### Cell classes on the final placement, run 1

Fill, decap, tap and diode cells in grey.
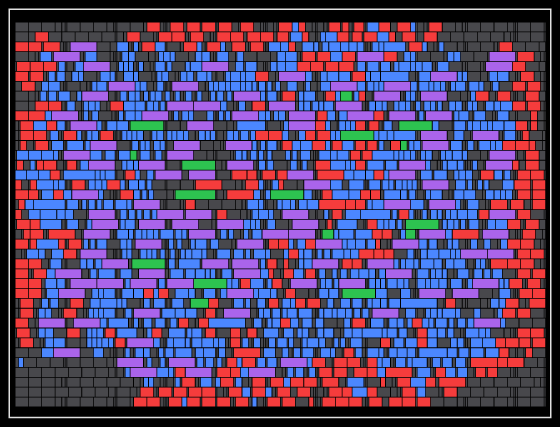
### Clock wires, drivers and flops, run 1

Bar = 50 µm.
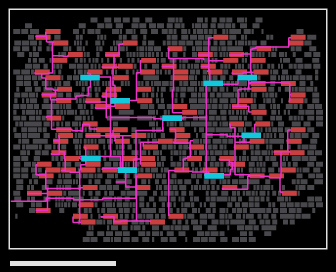
### Routed metal, one colour a layer, run 1

Bar = 50 µm. Only two layers are drawn.
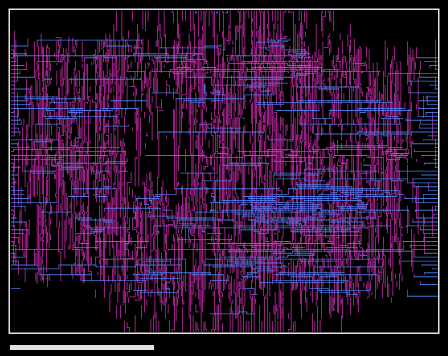
### The clock network, run 1

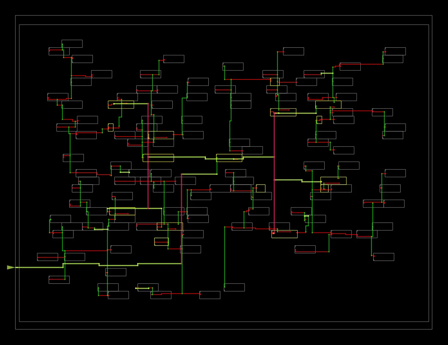
==> config.mk <==
export PLATFORM = sky130hd
export DESIGN_NAME = irq_csr_unit_flat
export DESIGN_NICKNAME = d
export VERILOG_FILES = /design/src/rtl/irq_csr_unit_pkg.sv /design/src/rtl/irq_csr_unit_if.sv /design/src/rtl/irq_prio_enc.sv /design/src/rtl/irq_csr_unit.sv /design/src/flat_wrapper.sv
export SDC_FILE = /design/constraint.sdc
export NUM_CORES = 1
export LEC_CHECK = 0
export CAP_MARGIN = 40
export CORE_ASPECT_RATIO = 0.75
export CORE_UTILIZATION = 48
export DETAILED_ROUTE_END_ITERATION = 10
export GPL_ROUTABILITY_DRIVEN = 1
export PLACE_DENSITY = 0.81
export RECOVER_POWER = 100
export SYNTH_ARGS = -nofsm -noshare
export SYNTH_HDL_FRONTEND = slang
export SYNTH_SLANG_ARGS = --single-unit
==> constraint.sdc <==
create_clock -name clk -period 4.5 [get_ports clk]
set_clock_uncertainty 0.15 [all_clocks]
set_input_delay 0.9 -clock clk [delete_from_list [all_inputs] [get_ports clk]]
set_output_delay 0.9 -clock clk [all_outputs]
set_load 0.01 [all_outputs]
==> impl.org <==
#+TITLE: Flow metrics

** Timing
- Setup repair after global routing could not meet its margin everywhere.
- Final worst slack :: 20.6 ps
- The worst-case max-slew headroom was logged as -53.6%.
- Post-layout minimum cycle time :: 4480 ps
- Slew Limit Fails :: 47
- Final Hold Violation Tally :: 0

** Layout
- Most frequently placed logic cells in the final layout :: 225 x nand2_1, 144 x clkdlybuf4s50_1, 112 x dfxtp_1, 90 x buf_4, 72 x a21oi_1
- Most frequent logic cell in the layout :: nand2_1
- The register with the most flip-flops in the layout has 47 of them.
- Number of cells in the finished layout apart from fillers :: 1511
- Fill cells :: 1297
- Final nets :: 1433

** Job
- The stage logs contain a warning count of 32.
- The number of maximum-capacitance violations recorded for the run is 1.

** Critical path
- Broken down by cell family, the worst path's largest delay share belongs to simple AND/OR/NAND/NOR gates.
- Per STA, the highest per-stage delay on the worst path measures 500 ps.
- Setup slack on the worst flop-to-flop path :: 880 ps
- Sort of element at the start of the critical path :: input pin
- Cell count along the critical path :: 9
- CP Data Arrival Time :: 3430 ps

** Pwr
- Reported leakage power :: 4.08 nW
- The internal power of the cells totals 1.66 mW.
- The script extracted a net switching power of 625 µW.
- Per report_power, the top consumer among the power groups is sequential cells.
- The combinational power reported by the tool is 402 µW.
- Looking at the VDD voltage map, the peak drop is 169 µV.

** Place
- At the end of routability-driven placement, the weighted congestion stood at 0.966.
- Per the placement log, port buffering inserted 216 buffers.
- Placed insts :: 1478
- HPWL after detailed placement :: 22300 µm

** Logic synthesis
- Unique cell type count in the Yosys netlist :: 68
- The area recorded from the Yosys report for this design is 7760 µm².
- In the Yosys report, the sequential cells make up 28.9% of the chip area.
- After synthesis the cells add up to 7760 µm².
- Largest area contributor in the synthesized netlist :: dfxtp_1
- The synthesis report gives the async set-or-reset register share as 0%.
- Summed over its instances, the top area cell type makes up 28.9% of the synthesized netlist area.

** Floorplanning
- Vertical die dimension :: 112 µm
- The die covers 16700 µm².
- The horizontal die dimension reported for this design is 149 µm.
- Number of I/O pins :: 225

** Route
- Number of detailed-routing iterations run before antenna repair :: 5
- Per the log, the first TritonRoute iteration ended with a DRC count of 1203.
- DRC errors left :: 0

** GRT
- Initial antenna violation count :: 0
- Wire length of the first global-routing pass :: 49200 µm

** Clocking
- Looking at the clock tree report, the root buffer type is clkbuf_16.
- Post-CTS clock slew at the launch and capture registers of the worst setup and hold paths :: 80 ps
- TritonCTS built the clock tree.

** Status
- The flow ran to the end, but the final reports show violations.
- The final reports fail on max-capacitance violations, max-slew violations.

** Min path
- Hold analysis shows the worst path with a depth of 1.
- Worst min-delay path category :: register to register
## Picture notes: 'Cell classes on the final placement'
Key: flops = purple [cells 112, share of their area 21%]; other buffers and delay cells = red [cells 326, share of their area 28%]; clock drivers and dummy loads = green [cells 16, share of their area 2.9%]; all other logic = blue [cells 851, share of their area 48%]
Util after Layout: 70.4%
sequential share of cell area: 20.5%
core region area: 15500 µm²
number of core rows: 39
Design Area, Final: 10900 µm²

## Picture notes: 'Clock wires, drivers and flops'
Key: cells driving clock nets = cyan [count 9]; flip-flops = red [count 112]; clock wires = magenta [length 1360 µm]
There are 10 routed clock nets.
clock latency on the worst-skew pair: 360 ps
portion of total power attributed to the clock network: 36.9%

## Picture notes: 'Routed metal, one colour a layer'
Key: met3 = blue [wire length 4380 µm]; met2 = magenta [wire length 14300 µm]
Overall Global Routing Usage: 37.5%
average wire length per cell after detail routing: 21.3 µm
drt total wl: 32200 µm
number of vias in the routed layout: 9769

## Picture notes: 'The clock network'
sink count of the clock tree: 112
number of buffers added by the clock tree synthesis step: 9
clock network power consumption: 844 µW
count of sequential standard cells: 112

[run 1: through the flow]
step	cell area, µm²	setup TNS, ps	hold slack (ps)	total power [mW]
CTS	10800	-2.97	280	2.28
detailed placement	10400	-21380	269	1.46
floorplan	7770	0	258	1.26
global route	10900	-61.5	302	2.35
global placement	10400	-19290	264	1.46
finish	10900	0	279	2.29
[run 1: layout make-up]
class | instances | area (µm²) | area share [%]
well taps | 205 | 256 | 2.35
flip-flops and latches | 112 | 2240 | 20.5
multi-input cells | 833 | 5040 | 46.2
diodes | 1 | 2.50 | 0.0229
inverters | 18 | 67.6 | 0.619
clock buffers | 10 | 239 | 2.19
repair buffers | 326 | 3000 | 27.5
clock inverters | 6 | 65.1 | 0.596
[run 1: metal layers]
layer | part of all wire (%) | global-route usage [%]
met2 | 44 | 58.1
met4 | 2.9 | 15.1
met3 | 14 | 9.27
met5 | 0 | 0
met1 | 39 | 49.7
[run 1: synthesized netlist by cell type (all sizes together) (3+ instances only)]
cell     count
a2111oi      3
a211oi      11
a21boi       3
a21o         8
a21oi       76
a221oi       6
a22oi       25
a2bb2oi     18
a31oi       30
a32oi        6
and2         6
and3        11
and4         3
buf         60
clkbuf      61
dfxtp      112
ha           5
inv         17
mux2i       10
nand2      226
nand2b      10
nand3       45
nand3b      10
nand4        6
nand4bb      3
nor2        63
nor2b        6
nor3        15
nor3b        4
nor4         8
nor4b        4
o211ai      26
o21a         7
o21ai       72
o21bai       3
o221ai      29
o22ai       12
xnor2       18
xor2        12
[run 1: cell families after synthesis]
logic type	Yosys count	synth area share, %
AND/OR/NAND/NOR	428	25.5
AND-OR/OR-AND	355	31.0
buffers and inverters	139	8.82
flip-flops	112	28.9
XOR/XNOR	30	3.38
multiplexers	10	1.29
adder cells (fa/ha/maj)	6	1.06
other	1	0.0483
Power is estimated from default activity; no workload was simulated.
